### Clock nets

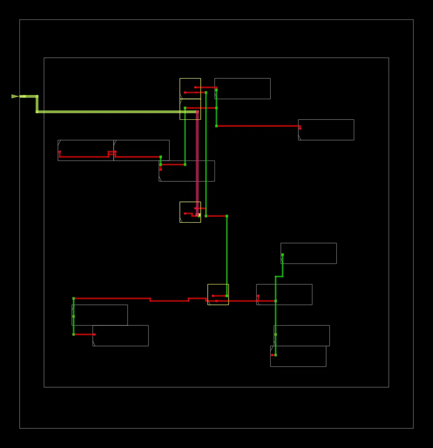
### Signal wires on met3

(6 px per µm) Cells faint in the background.
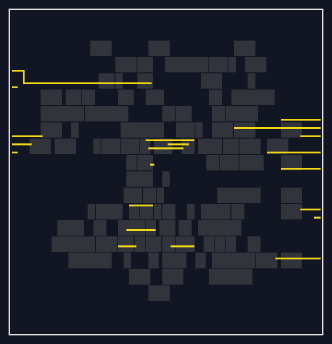
===== src/rtl/univ_shift_reg.sv =====
// Universal shift register: parallel load, four shift/rotate modes, serial in/out,
// and a burst engine that performs a programmed number of shifts with busy/done.
module univ_shift_reg #(
    parameter int WIDTH = 4,
    parameter int CW    = 3
) (
    input  logic             clk,
    input  logic             clr,
    input  logic             ld,
    input  logic [WIDTH-1:0] d,
    input  logic             sh,
    input  logic [1:0]       mode,
    input  logic             di,
    input  logic             start,
    input  logic [CW-1:0]    cnt,
    output logic [WIDTH-1:0] q,
    output logic             so,
    output logic             busy,
    output logic             done
);

    typedef enum logic {
        IDLE,
        SHIFT
    } state_t;

    state_t          state;
    logic [CW-1:0]   count;
    logic [WIDTH-1:0] shift_q;
    logic            shift_so;

    // Next register value and escaping bit for one step in the live mode.
    // NOTE: defaults first so every path assigns both outputs and no latch is inferred.
    always_comb begin
        shift_q  = q;
        shift_so = 1'b0;
        case (mode)
            2'b00: begin
                shift_q  = {di, q[WIDTH-1:1]};
                shift_so = q[0];
            end
            2'b01: begin
                shift_q  = {q[WIDTH-2:0], di};
                shift_so = q[WIDTH-1];
            end
            2'b10: begin
                shift_q  = {q[0], q[WIDTH-1:1]};
                shift_so = q[0];
            end
            default: begin
                shift_q  = {q[WIDTH-2:0], q[WIDTH-1]};
                shift_so = q[WIDTH-1];
            end
        endcase
    end

    // Edge priority: clr > ld > burst step > start > sh > hold.
    // NOTE: non-blocking assignments so all state updates use pre-edge values.
    always_ff @(posedge clk) begin
        if (clr) begin
            state <= IDLE;
            count <= '0;
            q     <= '0;
            so    <= 1'b0;
            busy  <= 1'b0;
            done  <= 1'b0;
        end else begin
            done <= 1'b0;
            if (ld) begin
                q     <= d;
                state <= IDLE;
                busy  <= 1'b0;
                count <= '0;
            end else if (state == SHIFT) begin
                q  <= shift_q;
                so <= shift_so;
                if (count != '0) begin
                    count <= count - CW'(1);
                end
                if (count <= CW'(1)) begin
                    state <= IDLE;
                    busy  <= 1'b0;
                    done  <= 1'b1;
                end
            end else if (start) begin
                if (cnt != '0) begin
                    state <= SHIFT;
                    count <= cnt;
                    busy  <= 1'b1;
                end else begin
                    done <= 1'b1;
                end
            end else if (sh) begin
                q  <= shift_q;
                so <= shift_so;
            end
        end
    end

endmodule


===== config.mk =====
export PLATFORM = sky130hd
export DESIGN_NAME = univ_shift_reg
export DESIGN_NICKNAME = d
export VERILOG_FILES = /design/src/rtl/univ_shift_reg.sv
export SDC_FILE = /design/constraint.sdc
export NUM_CORES = 1
export LEC_CHECK = 0
export CAP_MARGIN = 5
export CORE_AREA = 3 3 49 51
export CTS_BUF_LIST = sky130_fd_sc_hd__clkbuf_4 sky130_fd_sc_hd__clkbuf_8
export CTS_CLUSTER_DIAMETER = 150
export DETAILED_ROUTE_END_ITERATION = 8
export DIE_AREA = 0 0 52 54
export GPL_ROUTABILITY_DRIVEN = 0
export PLACE_DENSITY_LB_ADDON = 0.1
export SYNTH_ARGS = -nofsm -noshare
export SYNTH_HDL_FRONTEND = slang
export SYNTH_SLANG_ARGS = --single-unit

===== constraint.sdc =====
create_clock -name clk -period 2 [get_ports clk]
set_clock_uncertainty 0.15 [all_clocks]
set_input_delay 0.2 -clock clk [delete_from_list [all_inputs] [get_ports clk]]
set_output_delay 0.2 -clock clk [all_outputs]
set_load 0.03 [all_outputs]

==> results.cfg <==
; flow metrics
[run_status]
status = completed

[pwr]
clk-power_w = 0.000168
cellPowerDensity_nw_per_um2 = 594
pwr-share-seq_pct = 43.5

[flow_run]
max_cap_violations = 0
warning_count = 27

[critical_path]
r2r-start = count[0]
cp-endpoint = q[3]
crit_family = buffers and inverters

[detailed_routing]
drt.antenna.violating_nets = 0
route.detailed.drc = 0
wl_mm = 1.61
drt_pass1_iterations = 4
vias = 651

[floorplan]
fp.dieH_um = 54
core_um2 = 1980
chip_area_um2 = 2810

[global_routing]
overflow = 0
grt_usage_pct = 12.1
grt_max_degree = 12
met3_usage_pct = 2.77

[final_layout]
drive_gt1_share_pct = 16.0
reg.largest.list = q: 4 flops, count: 3 flops
final_cell_area_um2 = 951
antenna-diode-count = 0
final_util_pct = 48.0
syn_to_final_growth_pct = 37.9
top_register = q

[yosys]
synth-main-ff-cell = dfxtp_1
async_flop_share_pct = 0
synth_cell_types = 33
yosysChipArea_um2 = 689
synth_nets = 94
synth_cells = 76
ys_seq_share_pct = 31.9
ys_warn_count = 0
yosysCellCount = 76

[timing]
slew_violations = 0
max_freq_ghz = 0.583
holdWs_ps = 308

[clock_network]
htreeDepth = 1
postCtsHoldBufs = 0
cts_tree = yes

[placed_design]
preCtsSetupSlack_ps = 303
Back to the opening pictures, 'Clock nets':
clkbuf count: 4
Late-Pin Clk Latency: 270 ps
clock tree sinks: 11
CTS buffer count: 3

Back to the opening pictures, 'Signal wires on met3':
main direction = horizontal
wire length on this layer = 115 µm
nets with wire on the layer = 20
longest straight run = 21.2 µm

==> cell families after synthesis <==
family | count (synthesis) | synth area share [%]
compound gates | 27 | 31.2
fa+ha+maj | 3 | 5.45
buf+inv | 11 | 8.89
flops | 11 | 31.9
mux | 3 | 4.72
simple gates | 21 | 17.8
==> cells in the mapped netlist (2+ instances only) <==
cell / number
dfxtp_1: 11
inv_1: 6
nand2b_1: 5
nor2b_1: 5
a211oi_1: 4
a21oi_1: 4
a221oi_1: 3
ha_1: 3
nand2_1: 3
nor3_1: 3
a31oi_1: 2
buf_6: 2
mux2_2: 2
nor2_1: 2
o21ai_0: 2
o32ai_1: 2
==> metal layers <==
metal	vias up	wire, µm
met1	289	825
li1	333	-
met4	0	13
met2	27	655
met5	-	0
met3	2	115
Power is estimated from default activity; no workload was simulated.
